## src/rtl/uart_rx_lite.sv

```systemverilog
// Oversampling UART receiver: 2-flop synchronizer, mid-bit sampling, optional even parity.
// Reports each frame as a one-clock valid (with parity_err) or frame_err pulse; the line has no backpressure.
module uart_rx_lite #(
  parameter int DATA_W    = 8,
  parameter int OS        = 4,
  parameter int PARITY_EN = 1
) (
  input  logic              clk,
  input  logic              rst,
  input  logic              rxd,
  output logic [DATA_W-1:0] data,
  output logic              valid,
  output logic              parity_err,
  output logic              frame_err,
  output logic              busy
);

  localparam int CW = (OS > 1) ? $clog2(OS) : 1;
  localparam int IW = (DATA_W > 1) ? $clog2(DATA_W) : 1;
  localparam logic [CW-1:0] HALF     = CW'(OS / 2 - 1);
  localparam logic [CW-1:0] LAST     = CW'(OS - 1);
  localparam logic [IW-1:0] LAST_BIT = IW'(DATA_W - 1);

  typedef enum logic [2:0] {IDLE, START, DATA, PARITY, STOP, BREAK} state_t;

  state_t            state;
  logic [CW-1:0]     cnt;
  logic [IW-1:0]     idx;
  logic [DATA_W-1:0] shreg;
  logic              par;
  logic              rxd_m;
  logic              rxd_s;

  // Synchronizer resets to the idle level so reset release never looks like a start edge.
  always_ff @(posedge clk or negedge rst) begin
    if (!rst) begin
      rxd_m <= 1'b1;
      rxd_s <= 1'b1;
    end else begin
      rxd_m <= rxd;
      rxd_s <= rxd_m;
    end
  end

  always_ff @(posedge clk or negedge rst) begin
    if (!rst) begin
      state      <= IDLE;
      cnt        <= '0;
      idx        <= '0;
      shreg      <= '0;
      par        <= 1'b0;
      data       <= '0;
      valid      <= 1'b0;
      parity_err <= 1'b0;
      frame_err  <= 1'b0;
    end else begin
      valid      <= 1'b0;
      parity_err <= 1'b0;
      frame_err  <= 1'b0;
      case (state)
        IDLE: begin
          if (!rxd_s) begin
            state <= START;
            cnt   <= '0;
          end
        end
        START: begin
          if (cnt == HALF) begin
            cnt <= '0;
            idx <= '0;
            state <= rxd_s ? IDLE : DATA;
          end else begin
            cnt <= cnt + 1'b1;
          end
        end
        DATA: begin
          if (cnt == LAST) begin
            cnt   <= '0;
            shreg <= {rxd_s, shreg[DATA_W-1:1]};
            if (idx == LAST_BIT) begin
              state <= (PARITY_EN != 0) ? PARITY : STOP;
            end else begin
              idx <= idx + 1'b1;
            end
          end else begin
            cnt <= cnt + 1'b1;
          end
        end
        PARITY: begin
          if (cnt == LAST) begin
            cnt   <= '0;
            par   <= rxd_s;
            state <= STOP;
          end else begin
            cnt <= cnt + 1'b1;
          end
        end
        STOP: begin
          if (cnt == LAST) begin
            cnt <= '0;
            // Returning to IDLE right at the mid-stop sample leaves half a bit to catch a back-to-back start.
            if (rxd_s) begin
              data       <= shreg;
              valid      <= 1'b1;
              parity_err <= (PARITY_EN != 0) && (par != (^shreg));
              state      <= IDLE;
            end else begin
              frame_err <= 1'b1;
              state     <= BREAK;
            end
          end else begin
            cnt <= cnt + 1'b1;
          end
        end
        BREAK: begin
          if (rxd_s) state <= IDLE;
        end
        default: state <= IDLE;
      endcase
    end
  end

  assign busy = (state != IDLE);

endmodule

```

## config.mk

```make
export PLATFORM = sky130hd
export DESIGN_NAME = uart_rx_lite
export DESIGN_NICKNAME = d
export VERILOG_FILES = /design/src/rtl/uart_rx_lite.sv
export SDC_FILE = /design/constraint.sdc
export NUM_CORES = 1
export LEC_CHECK = 0
export ABC_AREA = 1
export CAP_MARGIN = 5
export CORE_ASPECT_RATIO = 0.6
export CORE_MARGIN = 2
export CORE_UTILIZATION = 55
export CTS_CLUSTER_SIZE = 8
export DETAILED_ROUTE_END_ITERATION = 8
export GPL_TIMING_DRIVEN = 0
export PLACE_DENSITY = 0.74
export SETUP_SLACK_MARGIN = 0.1
export SYNTH_ARGS = -nofsm -noshare
export SYNTH_HDL_FRONTEND = slang
export SYNTH_SLANG_ARGS = --single-unit
export TNS_END_PERCENT = 30
```

## constraint.sdc

```tcl
create_clock -name clk -period 1.5 [get_ports clk]
set_input_delay 0.225 -clock clk [delete_from_list [all_inputs] [get_ports clk]]
set_output_delay 0.225 -clock clk [all_outputs]
set_load 0.03 [all_outputs]
```

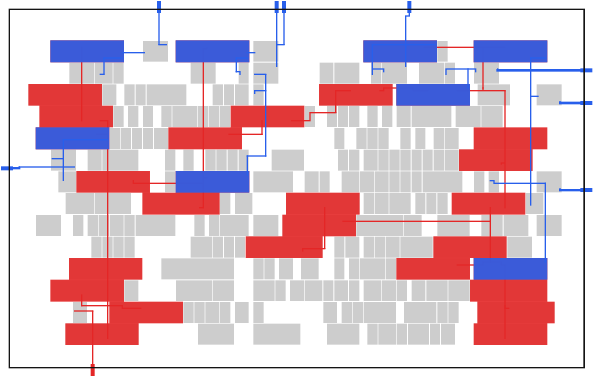
*Wires at chosen ports, followed through buffers, run 1*
(8 px per um)
`data`: drawn in blue, bits 8, direction output, end cells 8, buffers 8, wire 149 um. `rst`: drawn in red, bits 1, direction input, end cells 30, buffers 1, wire 198 um.

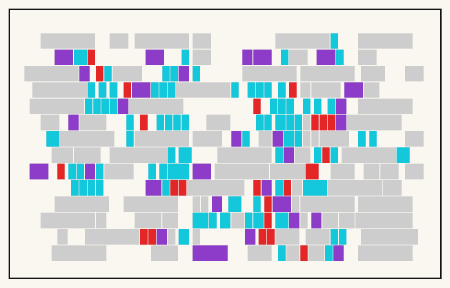
*Gate families picked out, run 1*
(6 px per um)
inv cells: drawn in red, cells 23, most used inv_1. aoi and oai cells: drawn in purple, cells 29, most used o21ai_1. nand cells: drawn in cyan, cells 79, most used nand2_1.

==> results.sh, run 1 <==
# physical design summary
export IMPL_status="finished with violations"
export IMPL_violations="hold timing, setup timing"
export IMPL_buf_share=0.112
export IMPL_fmax_mhz=659
export IMPL_setup_violations=1
export IMPL_power_top_group="combinational logic"
export IMPL_area_growth_pct=23.8
export IMPL_largestClassByArea="flip-flops and latches"
export IMPL_fp_dieH_um=44.6
export IMPL_muxShareOfSynthArea=0
export IMPL_dieArea_mm2=0.00320
export IMPL_seq_area_frac=0.404
export IMPL_top_regs="data: 8 flops, shreg: 8 flops"
export IMPL_hold_slack_ns=-0.0288
export IMPL_synth_cell_types=20
export IMPL_critPathSlowestCell="dfrtp_2"
export IMPL_well_tap_count=32
export IMPL_synth_area_mm2=0.00151
export IMPL_wl_met1_um=1570
export IMPL_powerSeq_uw=1080
export IMPL_viasPerCell=5.11
export IMPL_worst_r2r_setup_slack_ns=0.02
export IMPL_critPathLaunch="state[1]"
export IMPL_cp_endpoint="busy"
export IMPL_grt_most_used_layer="met2"
export IMPL_grt_use_met1=0.285
export IMPL_hold_viol=28
export IMPL_clock_sinks=30
export IMPL_diodes=0
export IMPL_cpLargestDelayFamily="flip-flops"
export IMPL_hold_path_class="in2async"
export IMPL_top_layer="met4"
export IMPL_cellPowerDensity_mw_per_mm2=1560
export IMPL_grt_pass1_wl_um=4820
export IMPL_port_buffers=14
export IMPL_fin_crit_ns=1.52
export IMPL_grt_util_met3=0.0638
export IMPL_p_switching_uw=1190
export IMPL_cpPeakStageDelay_ns=0.45
export IMPL_pin_count=15
export IMPL_top_logic_kind="simple AND/OR/NAND/NOR gates"
export IMPL_drc_errors=0
export IMPL_drive_above_1_share=0.258
export IMPL_fin_cells=245
export IMPL_fin_ws_ns=-0.0171
export IMPL_simple_gate_share=0.271
export IMPL_first_iter_violations=56
export IMPL_comb_cell_power_uw=1240
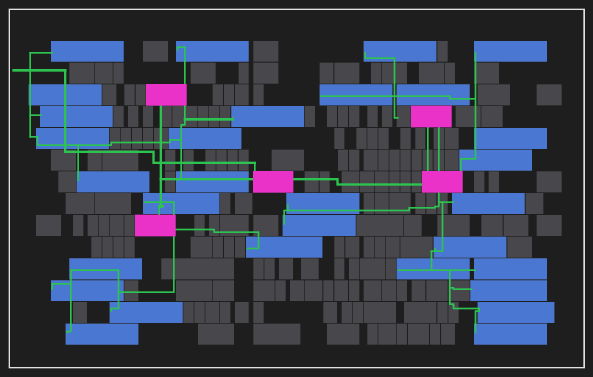
*Clock wires, drivers and flops, run 1*
(8 px per um)
clock wires: drawn in green, length 356 um. flip-flops: drawn in blue, count 30. clock drivers: drawn in magenta, count 5.
Position of the flops: widely spread. There are 6 routed clock nets.

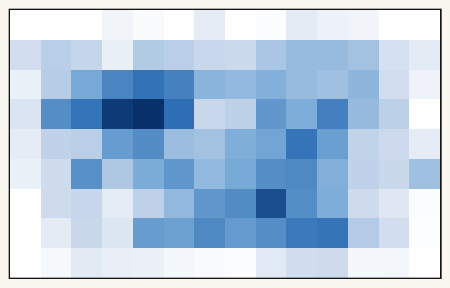
*Wiring heat map, run 1*
(6 px per um) The die is cut into 14 by 9 equal tiles; white is low, dark blue is high, scaled to the fullest tile. Values are wire area over tile area, all layers added.
The densest ninth of the die: centre. The mean over all tiles is 0.15. 11% of the tiles are nearly empty.

==> run 2: changes to the inputs <==
Settings changed: CORE_UTILIZATION 55 to 45, PLACE_DENSITY 0.74 to 0.62.
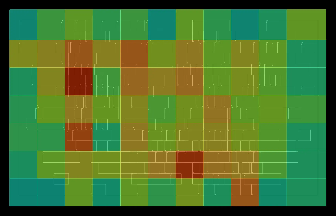
*Routing congestion map, run 2*
met1 usage: 0.269
met3 Use GR: 0.0556

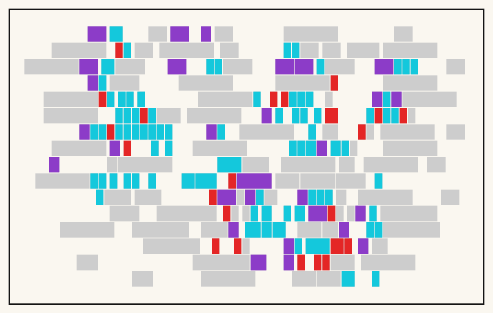
*Gate families picked out, run 2*
(6 px per um)
aoi and oai cells: drawn in purple, cells 29, most used o21ai_1. inv cells: drawn in red, cells 23, most used inv_1. nand cells: drawn in cyan, cells 79, most used nand2_1.

==> results.sh, run 2 <==
# physical design summary
export IMPL_fmax_mhz=669
export IMPL_synth_cell_types=20
export IMPL_grt_pass1_wl_um=5180
export IMPL_viasPerCell=4.78
export IMPL_top_regs="data: 8 flops, shreg: 8 flops"
export IMPL_fin_cells=256
export IMPL_hold_path_class="in2async"
export IMPL_pin_count=15
export IMPL_cp_endpoint="busy"
export IMPL_area_growth_pct=27.2
export IMPL_synth_area_mm2=0.00151
export IMPL_powerSeq_uw=1080
export IMPL_buffers=21
export IMPL_fp_dieH_um=48.9
export IMPL_dieArea_mm2=0.00385
export IMPL_simple_gate_share=0.271
export IMPL_wl_met1_um=1550
export IMPL_buf_share=0.110
export IMPL_well_tap_count=45
export IMPL_p_switching_uw=1250
export IMPL_muxShareOfSynthArea=0
export IMPL_top_layer="met4"
export IMPL_critPathSlowestCell="dfrtp_2"
export IMPL_status="finished, final reports clean"
export IMPL_top_logic_kind="simple AND/OR/NAND/NOR gates"
export IMPL_fin_crit_ns=1.49
export IMPL_critPathLaunch="state[1]"
export IMPL_setup_violations=0
export IMPL_clock_sinks=30
export IMPL_cpPeakStageDelay_ns=0.46
export IMPL_cellPowerDensity_mw_per_mm2=1580
export IMPL_diodes=0
export IMPL_worst_r2r_setup_slack_ns=0.09
export IMPL_synthCells=184
export IMPL_port_buffers=14
export IMPL_power_top_group="combinational logic"
export IMPL_cpLargestDelayFamily="flip-flops"
export IMPL_comb_cell_power_uw=1290
